### config.mk
export PLATFORM = sky130hd
export DESIGN_NAME = frame_swap_ctrl
export DESIGN_NICKNAME = d
export VERILOG_FILES = /design/src/rtl/frame_swap_ctrl.sv
export SDC_FILE = /design/constraint.sdc
export NUM_CORES = 1
export LEC_CHECK = 0
export CORE_MARGIN = 2
export CORE_UTILIZATION = 42
export CTS_BUF_LIST = sky130_fd_sc_hd__clkbuf_16
export DETAILED_ROUTE_END_ITERATION = 10
export PLACE_DENSITY = 0.66
export RECOVER_POWER = 50
export SLEW_MARGIN = 20
export SYNTH_ARGS = -nofsm -noshare
export SYNTH_HDL_FRONTEND = slang
export SYNTH_SLANG_ARGS = --single-unit
### constraint.sdc
create_clock -name clk -period 5.1 [get_ports clk]
set_clock_uncertainty 0.15 [all_clocks]
set_input_delay 1.02 -clock clk [delete_from_list [all_inputs] [get_ports clk]]
set_output_delay 1.02 -clock clk [all_outputs]
set_load 0.1 [all_outputs]
### src/rtl/frame_swap_ctrl.sv
// rtl/frame_swap_ctrl.sv - double-buffer swap sequencer: clear back buffer, hand off to renderer, swap on vblank
module frame_swap_ctrl #(
   parameter int WIDTH  = 4,
   parameter int HEIGHT = 4,
   parameter int CNT_W  = 8,
   localparam int PIX    = WIDTH * HEIGHT,
   localparam int ADDR_W = (PIX > 1) ? $clog2(PIX) : 1
) (
   input  logic              clk,
   input  logic              resetn,
   input  logic              enable,
   input  logic              vblank_start,
   input  logic              frame_done,
   output logic              disp_sel,
   output logic              draw_sel,
   output logic              clr_we,
   output logic [ADDR_W-1:0] clr_addr,
   output logic              draw_go,
   output logic [CNT_W-1:0]  frame_cnt,
   output logic [CNT_W-1:0]  miss_cnt
);

   typedef enum logic [1:0] {IDLE, CLEAR, DRAW, WAIT_VBL} state_t;

   localparam logic [ADDR_W-1:0] LAST_ADDR = ADDR_W'(PIX - 1);

   state_t state, state_nxt;
   logic   swap;
   logic   miss;
   logic   clr_last;

   assign clr_last = (clr_addr == LAST_ADDR);
   assign clr_we   = (state == CLEAR);
   assign draw_sel = ~disp_sel;

   always_comb begin
      state_nxt = state;
      swap      = 1'b0;
      miss      = 1'b0;
      case (state)
         IDLE: begin
            if (enable) state_nxt = CLEAR;
         end
         CLEAR: begin
            if (vblank_start) miss = 1'b1;
            if (clr_last) state_nxt = DRAW;
         end
         DRAW: begin
            if (frame_done && vblank_start) begin
               swap      = 1'b1;
               state_nxt = CLEAR;
            end else if (frame_done) begin
               state_nxt = WAIT_VBL;
            end else if (vblank_start) begin
               miss = 1'b1;
            end
         end
         WAIT_VBL: begin
            if (vblank_start) begin
               swap      = 1'b1;
               state_nxt = CLEAR;
            end
         end
         default: state_nxt = IDLE;
      endcase
   end

   // clr_addr sits at 0 outside CLEAR so the next CLEAR always starts from pixel 0
   always_ff @(posedge clk or negedge resetn) begin
      if (!resetn) begin
         state     <= IDLE;
         disp_sel  <= 1'b0;
         clr_addr  <= '0;
         draw_go   <= 1'b0;
         frame_cnt <= '0;
         miss_cnt  <= '0;
      end else begin
         state   <= state_nxt;
         draw_go <= (state == CLEAR) && clr_last;
         if (state == CLEAR && !clr_last)
            clr_addr <= clr_addr + ADDR_W'(1);
         else
            clr_addr <= '0;
         if (swap) begin
            disp_sel  <= ~disp_sel;
            frame_cnt <= frame_cnt + CNT_W'(1);
         end
         if (miss && miss_cnt != {CNT_W{1'b1}})
            miss_cnt <= miss_cnt + CNT_W'(1);
      end
   end

endmodule

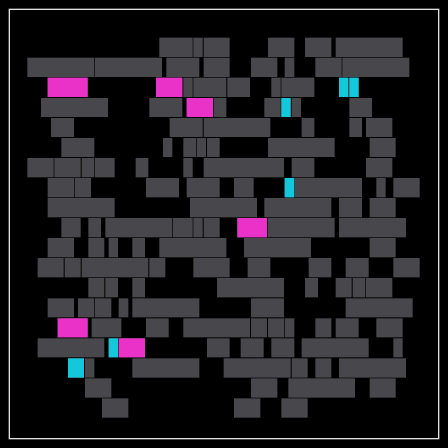
**Above:** run 1 (selected gate families).
| family | colour | cells | most used |
|---|---|---|---|
| nor cells | cyan | 6 | nor2_1 |
| mux cells | magenta | 6 | mux2i_1 |
logic share of the area: 34.9%
most common library cell in the layout ignoring fill and taps: clkdlybuf4s50_1
number of cells in the finished layout apart from fillers: 170

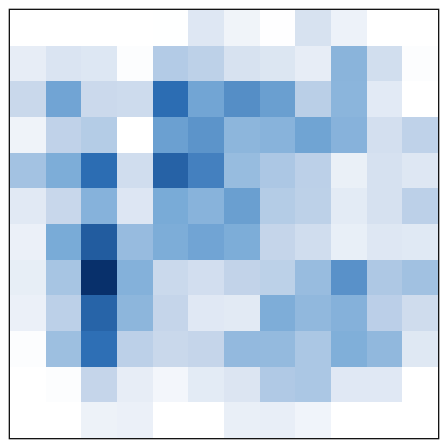
**Above:** run 1 (wire density map).
The die is cut into 12 by 12 equal tiles; white is low, dark blue is high, scaled to the fullest tile. Values are wire area over tile area, all layers added.
fullest tile: 0.40
emptiest ninth of the die: top left
nearly empty tiles: 16%
mean over tiles: 0.11
per-cell routed wire length: 13.9 um
via count of the routed design: 888
Overall Global Routing Usage: 16.0%
aggregate routed wire length: 2360 um

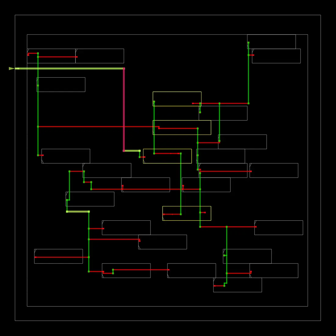
**Above:** run 1 (clock nets).
# clk buffers: 3

==> notes.org, run 1 <==
#+TITLE: Implementation results

** Logic synthesis
- Of all cell types, the one taking the most synthesized area is dfrtp_1.
- Per Yosys stat, the portion of area used by sequential elements is a little under 50%.
- The synthesis run shows multiplexers occupying 5.49% of the cell area.
- For this run, the chip area from Yosys synthesis comes to roughly 1200 um^2.
- Post-synth top flop :: dfrtp_1
- Post-synthesis adder-cell area fraction :: under 10%
- Top-count cell post-synth :: dfrtp_1
- Mapped Avg Cell Area :: between 10 and 15 um^2
- Top cells by count :: 24 x dfrtp_1, 9 x ha_1, 9 x inv_1, 9 x xnor2_1, 8 x nand3_1

** Timing
- Timing-limited maximum frequency :: ~290 MHz
- Relative slew margins :: roughly 17%
- Final count of hold timing violations :: 0
- On the final layout, the worst hold slack is 0.324 ns.

** Setup path
- Stage delay of the slowest cell on the critical path :: between 1 and 1.5 ns
- The largest individual stage delay along the critical path comes from the cell clkdlybuf4s50_1.
- Type of element launching the critical path :: flop
- Reg-to-reg startpoint :: state[0]
- Cells traversed along the worst timing path :: inv_1 > ha_1 > clkdlybuf4s50_1
- Looking at the critical path, the highest net fanout was 5.
- Kind of capture point of the worst setup path :: output port

** Clock tree
- TritonCTS clock tree :: built
- Post CTS Setup Buffer Count :: 0
- CTS built an H-tree with a depth of 1.

** Drt
- The count of nets left with antenna violations once routing finished came out at 0.

** Floorplanning
- Width of the die :: roughly 58 um
- Top-Level Pins :: 29
- Overall die area :: between 3000 and 4000 um^2
- The vertical die dimension reported for this design is 58.1 um.

** Layout
- Portion of the layout cell area used by non-clock buffers :: ~17%
- Count of non-CTS inverters in the layout :: 9
- Relative to the synthesized area, the layout overhead comes to 31.4%.
- The repair_antennas step left the layout with diodes totalling 0.
- Fraction of final layout cells with drive strength greater than 1 :: between 7 and 8%
- By area, the class that comes first in the final layout consists of sequential cells.
- Combined area of the multi-input logic cells :: ~560 um^2

** Status
- The flow ran to the end, and the final reports show no timing, DRC or antenna violations.

** Placement
- The detailed placer reported the number of placed instances as about 170.
- Total half-perimeter wirelength after legalization and detailed placement :: 1700 um
- Per the gpl log, the routability congestion estimate is around 0.7.

** Global route
- Entering global routing, the biggest net connects 25 pins.
- Initial antenna violation count :: 0

** Min path
- The type recorded for the worst min-delay path is flop to flop.
## run 1: placed cells by master (no fill, tap or decap), types with 2 or more instances in the layout
| master | instances |
|---|---|
| clkbuf_16 | 3 |
| clkdlybuf4s50_1 | 26 |
| xnor2_1 | 9 |
| xor2_1 | 3 |
| nand4_1 | 5 |
| a21boi_0 | 2 |
| nor2_1 | 5 |
| nand3_1 | 8 |
| and3_1 | 4 |
| a21oi_1 | 4 |
| nand2_1 | 5 |
| ha_1 | 9 |
| mux2_1 | 2 |
| dfrtp_1 | 24 |
| mux2i_1 | 3 |
| inv_1 | 9 |
| a31oi_1 | 2 |
## run 1: final timing paths
check                                    end
worst max-delay path                  clr_we
worst min-delay path            frame_cnt[7]
worst max register to register  frame_cnt[1]
worst min register to register  frame_cnt[7]
max in group asynchronous           state[0]
min in group asynchronous       frame_cnt[6]
## run 1: registers in the layout, indices dropped and copies added, names as in the netlist
| signal | cells |
|---|---|
| clr_addr | 4 |
| disp_sel | 1 |
| draw_go | 1 |
| frame_cnt | 8 |
| miss_cnt | 8 |
| state | 2 |
## run 1: metal layers
metal | up-vias | GRT usage (%) | share of wire (%)
met1 | 433 | 19.6 | 45
met5 | - | 0 | 0
li1 | 431 | - | -
met4 | 0 | 5.98 | 0.63
met2 | 22 | 28.1 | 51
met3 | 2 | 2.68 | 3.8
## run 1: logic make-up after synthesis
logic type | count (synthesis)
AOI/OAI and AO/OA | 13
muxes | 6
buffers and inverters | 9
xor gates and xnor gates | 12
and+or+nand+nor | 34
DFF | 24
adders and majority gates | 9
**Run 1: I/O pins on the die edge**

Bar = 20 um. Pins as bars across the die edge, other pins in grey.
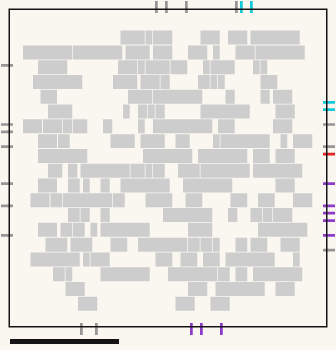

==> run 2: changes to the inputs <==
--- a/config.mk
+++ b/config.mk
@@ -9,7 +9,7 @@
 export CORE_UTILIZATION = 42
 export CTS_BUF_LIST = sky130_fd_sc_hd__clkbuf_16
 export DETAILED_ROUTE_END_ITERATION = 10
-export PLACE_DENSITY = 0.66
+export PLACE_DENSITY = 0.69
 export RECOVER_POWER = 50
 export SLEW_MARGIN = 20
 export SYNTH_ARGS = -nofsm -noshare
==> constraint.sdc (replaced) <==
create_clock -name clk -period 2.9 [get_ports clk]
set_clock_uncertainty 0.15 [all_clocks]
set_input_delay 0.58 -clock clk [delete_from_list [all_inputs] [get_ports clk]]
set_output_delay 0.58 -clock clk [all_outputs]
set_load 0.1 [all_outputs]
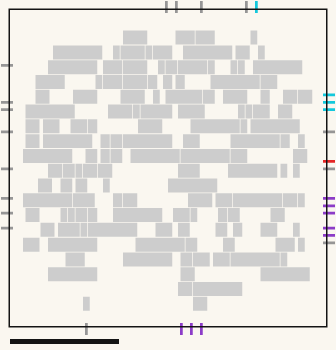
**Above:** run 2 (I/O pins on the die edge).
Bar = 20 um. Pins as bars across the die edge, other pins in grey.
| port | colour | pins | direction | edge |
|---|---|---|---|---|
| draw_sel | red | 1 | output | right |
| frame_cnt | purple | 8 | output | 5 right, 3 bottom |
| clr_addr | cyan | 4 | output | 3 right, 1 top |
all pins by edge: 12 right, 8 left, 5 top, 4 bottom
Die Y-Extent: 58.1 um
width of the die: 58.1 um
count of port buffers added during placement: 28

==> run 2 against run 1 <==
  * Die size unchanged
  * Synthesized cell count unchanged
  * Worst setup slack lost 1.0 ns
  * Critical path depth is 2 lower
  * Routed wire length fell by 11%
  * Register-to-register slack worse by 1.6 ns
  * Via count fell by 2.0%
  * Worst hold slack better by 0.0040 ns
  * Global-route usage fell by 1.9 points
==> notes.org, run 2 <==
#+TITLE: Implementation results

** Status
- The flow ran to the end, and the final reports show no timing, DRC or antenna violations.

** Timing
- The final timing report lists a hold violation count of 0.
- Relative slew margins :: roughly 15%
- The final report lists the setup-violating endpoint count as 0.
- The flow reports an fmax of between 400 and 500 MHz.
- For reference, the final report shows the max-slew violation count at 0.
- Post-layout period usage :: just under 80%

** Global route
- For met3 alone, demand over resource in global routing was 3.35%.
- The number of global-route vias before repair is 807.
- Entering global routing, the biggest net connects 25 pins.
- Initial antenna violation count :: 0
- Most used routing layer :: met2
- The global routing report lists combined usage of all routing layers as 14.1%.
- In the global route stage, met2 resource usage came out at 22.1%.
- The first global-routing pass estimated around 3700 um of wire.
- Global-route track usage on met1 :: 19.1%

** Layout
- Most common library cell in the layout ignoring fill and taps :: dfrtp_1
- Most used cells in the layout excluding fill and tap cells :: 24 x dfrtp_1, 17 x buf_4, 9 x inv_1, 9 x xnor2_1, 9 x ha_1
- The registers reported with the highest flop counts are frame_cnt: 8 flops, miss_cnt: 8 flops, clr_addr: 4 flops.
- Summed area of non-filler cells in the final layout :: 1550 um^2
- Fraction of final layout cells with drive strength greater than 1 :: between 20% and 30%
- Synthesis-to-layout area growth :: 25.6%
- Inserted Diodes :: 0

** Logic synthesis
- Top cells by count :: 24 x dfrtp_1, 9 x ha_1, 9 x inv_1, 9 x xnor2_1, 8 x nand3_1
- Warnings reported by Yosys during synthesis add up to 0.
- Synthesis produced a netlist whose cell count is around 110.
- Biggest area consumer among synthesized cells :: dfrtp_1
- Post-synth top flop :: dfrtp_1
- The synthesized netlist has a Yosys-reported chip area of about 1200 um^2.
- After synthesis, flip-flops and latches occupy 48.8% of the total area.
- Mapped Avg Cell Area :: about 11 um^2
- The most common cell in the synthesized netlist is dfrtp_1.
- By area the synthesized netlist is led by dfrtp_1 49%, ha_1 9.2%, xnor2_1 6.4%.
- Summing every instance area after synthesis gives between 1000 and 1500 um^2.

** Run
- The stage logs contain a warning count of 31.

** Clock tree
- TritonCTS built the clock tree.
- Maximum level of the CTS H-tree :: 1
- Reg clk slew, reported paths :: 0.06 ns
- Clock insertion delay at the later pin of the skew report :: between 0.2 and 0.3 ns
- Post CTS Setup Buffer Count :: 0
- Sinks on the clock net :: 24
- Clock tree synthesis selected as its root buffer the cell clkbuf_16.
- Hold repair after CTS inserted 0 buffers.
- PostCTS Resize Cnt :: 0

** Min path
- The type recorded for the worst min-delay path is flop to flop.
- Hold path start :: frame_cnt[7]

** Drt
- In the per-layer breakdown of the detailed-route log, met1 shows 1030 um.
- Post-detailed-route count of antenna-violating nets :: 0
- The highest metal layer carrying signal wires in the routed design is met4.
- Wire segments on met3 add up to between 100 and 150 um in the final route.
- Per-cell routed wire length :: between 10 and 15 um
- Per the detail_route report, the via count comes to around 870.
- The violation tally recorded at the end of detailed-routing iteration 0 is 19.
- Wire length on met2 :: about 950 um
- The final layout contains routed wiring with a total length of around 2100 um.

** Setup path
- Kind of capture point of the worst setup path :: output port
- For the worst reg-to-reg path, the startpoint reported by OpenROAD is state[0].
- Cells traversed along the worst timing path :: clkbuf_1
- Crit path DAT :: 1.52 ns
- Worst-path fanout max :: 4
- Startpoint of the worst setup timing path :: clr_addr[0]
- Stage delay of the slowest cell on the critical path :: 0.87 ns
- STA classifies the critical path startpoint as a flop.
- The largest individual stage delay along the critical path comes from the cell clkbuf_1.
- The OpenROAD report gives the critical path a required time of approximately 2.2 ns.

** Placement
- According to the dpl log, the detail-placed design has an HPWL of 1610 um.
- Last weighted congestion value of the routability-driven placer :: slightly above 0.7

** Floorplanning
- The floorplan report gives the top-level pin count as 29.
- Per the OpenROAD floorplan log, the area of the die is roughly 3400 um^2.
- Area of the core :: around 2800 um^2
- Floorplan core density :: 44.6%
[run 2: cell counts after synthesis]
No cell type changed its count.
[run 2: kinds of logic (layout without fill, tap and decap cells)]
family | after synthesis | count (layout) | synth area share (%)
simple gates | 34 | 34 | 15.8
flops | 24 | 24 | 48.8
compound gates | 13 | 13 | 9.46
xor+xnor | 12 | 12 | 8.55
fa+ha+maj | 9 | 9 | 9.16
buf+inv | 9 | 42 | 2.75
mux | 6 | 6 | 5.49
[run 2: final cells by class]
cell class / count / area, um^2
Fill cell: 244 / 1210
Sequential cell: 24 / 601
Multi-Input combinational cell: 74 / 596
Timing Repair Buffer: 29 / 198
Clock buffer: 3 / 75.1
Tap cell: 31 / 38.8
Inverter: 9 / 33.8
Clock inverter: 1 / 3.75
[run 2: stage by stage]
| stage | utilization [%] | setup WS [ns] | hold WS (ns) | instances |
|---|---|---|---|---|
| floorplan | - | 0.593 | 0.134 | 107 |
| global placement | 54.3 | 0.726 | 0.312 | 167 |
| detailed placement | 54.3 | 0.693 | 0.333 | 167 |
| CTS | 57.1 | 0.767 | 0.341 | 171 |
| global route | 56.0 | 0.518 | 0.354 | 171 |
| finish | 56.0 | 0.653 | 0.328 | 171 |
[run 2: worst paths after layout]
| kind | end | slack (ns) | cells past startpoint |
|---|---|---|---|
| max | clr_addr[0] | 0.65 | 1 |
| min | frame_cnt[7] | 0.33 | 1 |
| max reg2reg | miss_cnt[1] | 1.03 | 6 |
| min reg2reg | frame_cnt[7] | 0.33 | 1 |
| max in group asynchronous | state[1] | 0.87 | 2 |
| min in group asynchronous | frame_cnt[5] | 0.98 | 2 |
**Run 2: close-up of the layout**

Bar = 5 um. Window x 19 to 39, y 31 to 51 um. Cells in grey, sequential cells in the stronger grey; small squares are vias.
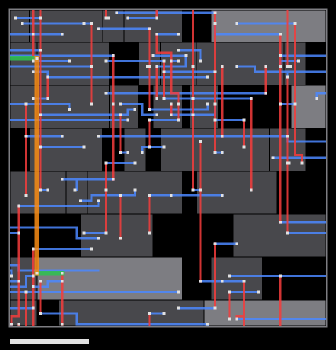

==> run 3: changes to the inputs <==
==> constraint.sdc (replaced) <==
create_clock -name clk -period 1.9 [get_ports clk]
set_clock_uncertainty 0.15 [all_clocks]
set_input_delay 0.38 -clock clk [delete_from_list [all_inputs] [get_ports clk]]
set_output_delay 0.38 -clock clk [all_outputs]
set_load 0.1 [all_outputs]
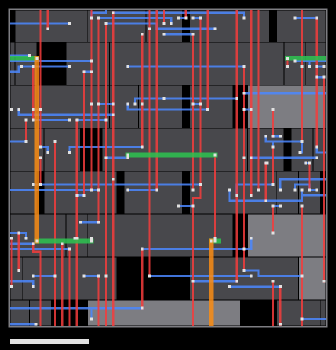
**Above:** run 3 (close-up of the layout).
Bar = 5 um. Window x 19 to 39, y 31 to 51 um. Cells in grey, sequential cells in the stronger grey; small squares are vias.
| layer | colour |
|---|---|
| M2 | red |
| M1 | blue |
| M4 | orange |
| M3 | green |
sequential cells in the window: 3
netlist names of flops here include: clr_addr (2), miss_cnt (1)
most frequent: inv_1 (4), buf_4 (4)
cells with their middle in the window: 34

==> run 3 against run 2 <==
  * Sequential cell count unchanged
  * Critical endpoint is now frame_cnt[1]
  * Critical path depth is 4 higher
  * Synthesized cell count is the same
  * Final cell count increased by 5.3%
  * Critical path type is now flop to flop
  * Non-clock buffer count rose by 9
  * Die size unchanged
  * Worst hold slack worse by 0.0023 ns
  * Global-route usage is 2.6 points higher
  * Routed wire length increased by 19%
==> notes.org, run 3 <==
#+TITLE: Implementation results

** Layout
- 0 antenna diodes ended up in the layout.
- Leaving out fill and tap cells, the most frequent cell in the layout is buf_12.
- After the flow finishes, the layout carries non-filler instances totaling 180.
- Fraction of final layout cells with drive strength greater than 1 :: 40.3%
- Summed area of non-filler cells in the final layout :: 1930 um^2
- Core Util, Final :: 70.1%
- The most common logic cells in the final layout are 20 x buf_12, 15 x dfrtp_1, 9 x xnor2_1, 9 x buf_4.
- Synthesis-to-layout area growth :: 57.1%
- Largest registers ranked by flip-flop count :: frame_cnt: 8 flops, miss_cnt: 8 flops, clr_addr: 4 flops

** Setup path
- Required time at the endpoint of the critical path :: ~1.9 ns
- Kind of capture point of the worst setup path :: flop
- In this run the worst path has a maximum fanout of 8.
- Type of element launching the critical path :: flop
- According to the timing report, the critical path is launched from state[0].
- Data on the critical path arrives at its endpoint at around 1.8 ns.
- The launch point of the worst register-to-register path is recorded as state[0].

** Clock tree
- In this run, post-CTS repair resized a total of 0 instances.
- Looking at the clock tree report, the H-tree level count equals 1.
- Number of CTS-inserted buffers :: 3
- Reg clk slew, reported paths :: 0.06 ns
- Clock insertion delay at the later pin of the skew report :: roughly 0.26 ns
- Hold buffers post-CTS :: 0
- Sinks on the clock net :: 24
- Buffers added to address setup during post-CTS repair amount to 0.
- The cell sitting at the root of the clock tree is a clkbuf_16.

** Logic synthesis
- Yosys printed 0 warnings.
- The largest total area in the synthesized netlist belongs to dfrtp_1.
- Top-count cell post-synth :: dfrtp_1
- In the synthesis report, Yosys lists the chip area as between 1000 and 1500 um^2.
- Post-synth top flop :: dfrtp_1
- Mapped Avg Cell Area :: roughly 11 um^2
- The synthesized design contains 0 enable-type register cells.
- By count the netlist is led by 24 x dfrtp_1, 9 x ha_1, 9 x inv_1, 9 x xnor2_1, 8 x nand3_1.
- Counting every instance in the synthesized netlist gives ~110.
- Sequential cells were found to cover 48.8% of the synthesized design area.
- Netlist Area Pre-Place :: about 1200 um^2
- The main area contributors are dfrtp_1 49%, ha_1 9.2%, xnor2_1 6.4%.

** Drt
- Wires add up to 2510 um.
- Detailed routing inserted a total of 920 vias.
- Once detail routing completed, the nets flagged for antenna violations numbered 0.
- After the first detailed-routing iteration, the DRC count stood at 9.

** Global route
- The number of global-route vias before repair is 952.
- Overall Global Routing Usage :: roughly 17%
- Most used routing layer :: met2
- Entering global routing, the biggest net connects 25 pins.
- First-pass GRT wire length :: around 4300 um
- met2 track demand over resource after global routing is 27.4%.
- On met3, the global router reports a usage of 2.90%.
- Initial antenna violation count :: 0

** Placement
- Detailed placement ended at an HPWL of 1800 um.
- During placement, the flow inserted port buffers numbering 28.
- # placed instances :: about 170
- Last weighted congestion value of the routability-driven placer :: around 0.74

** Timing
- Timing-limited maximum frequency :: around 550 MHz
- Post-Route Hold Slack :: ~0.33 ns
- Minimum setup slack in the final design :: around 0.083 ns
- The slew check shows that the tightest pin keeps a relative margin of between 60% and 70%.
- Final setup violation count :: 0
- Post-layout period usage :: between 90% and 100%
- Final count of hold timing violations :: 0
- The final timing report lists a max-slew violation count of 0.

** Floorplanning
- The die covers approximately 3400 um^2.
- Floorplan core density :: around 45%
- Area of the core :: around 2800 um^2
- The floorplan report gives the top-level pin count as 29.
- Die Y-Extent :: about 58 um
- The die is between 50 and 60 um wide.

** Status
- Outcome :: completed

** Min path
- Hold path start :: frame_cnt[7]

** Run
- The number of maximum-capacitance violations recorded for the run is 0.
- OpenROAD warning count :: 32
[run 3: cell counts after synthesis]
No cell type changed its count.
[run 3: metal layers]
layer	part of all wire (%)	vias up
met5	0	-
met4	1.1	0
met3	4.9	4
met2	50	29
met1	44	431
li1	-	456
[run 3: cells by family after synthesis]
group,count (synthesis),synth area share [%]
compound gates,13,9.46
xor+xnor,12,8.55
fa+ha+maj,9,9.16
buf+inv,9,2.75
flops,24,48.8
mux,6,5.49
simple gates,34,15.8
[run 3: layout make-up]
| cell class | instances | area [um^2] | share of cell area [%] |
|---|---|---|---|
| flip-flops and latches | 24 | 617 | 31.9 |
| multi-input cells | 74 | 601 | 31.1 |
| repair buffers | 38 | 533 | 27.6 |
| clock buffers | 3 | 75.1 | 3.89 |
| well taps | 31 | 38.8 | 2.01 |
| inverters | 9 | 37.5 | 1.94 |
| clock inverters | 1 | 30.0 | 1.55 |
[run 3: critical path: stages, from the launching register on]
cell and delay, ns:
dfrtp_1 0.37, inv_1 0.13, ha_1 0.26, nand3_1 0.16
a21boi_4 0.29, mux2_1 0.34
[run 3: final timing paths]
path | end | slack [ns] | cells after the start
max in group asynchronous | miss_cnt[0] | 0.68 | 2
worst min register to register | frame_cnt[7] | 0.33 | 1
worst max-delay path | frame_cnt[1] | 0.08 | 5
worst max register to register | frame_cnt[1] | 0.08 | 5
min in group asynchronous | frame_cnt[5] | 0.49 | 2
worst min-delay path | frame_cnt[7] | 0.33 | 1
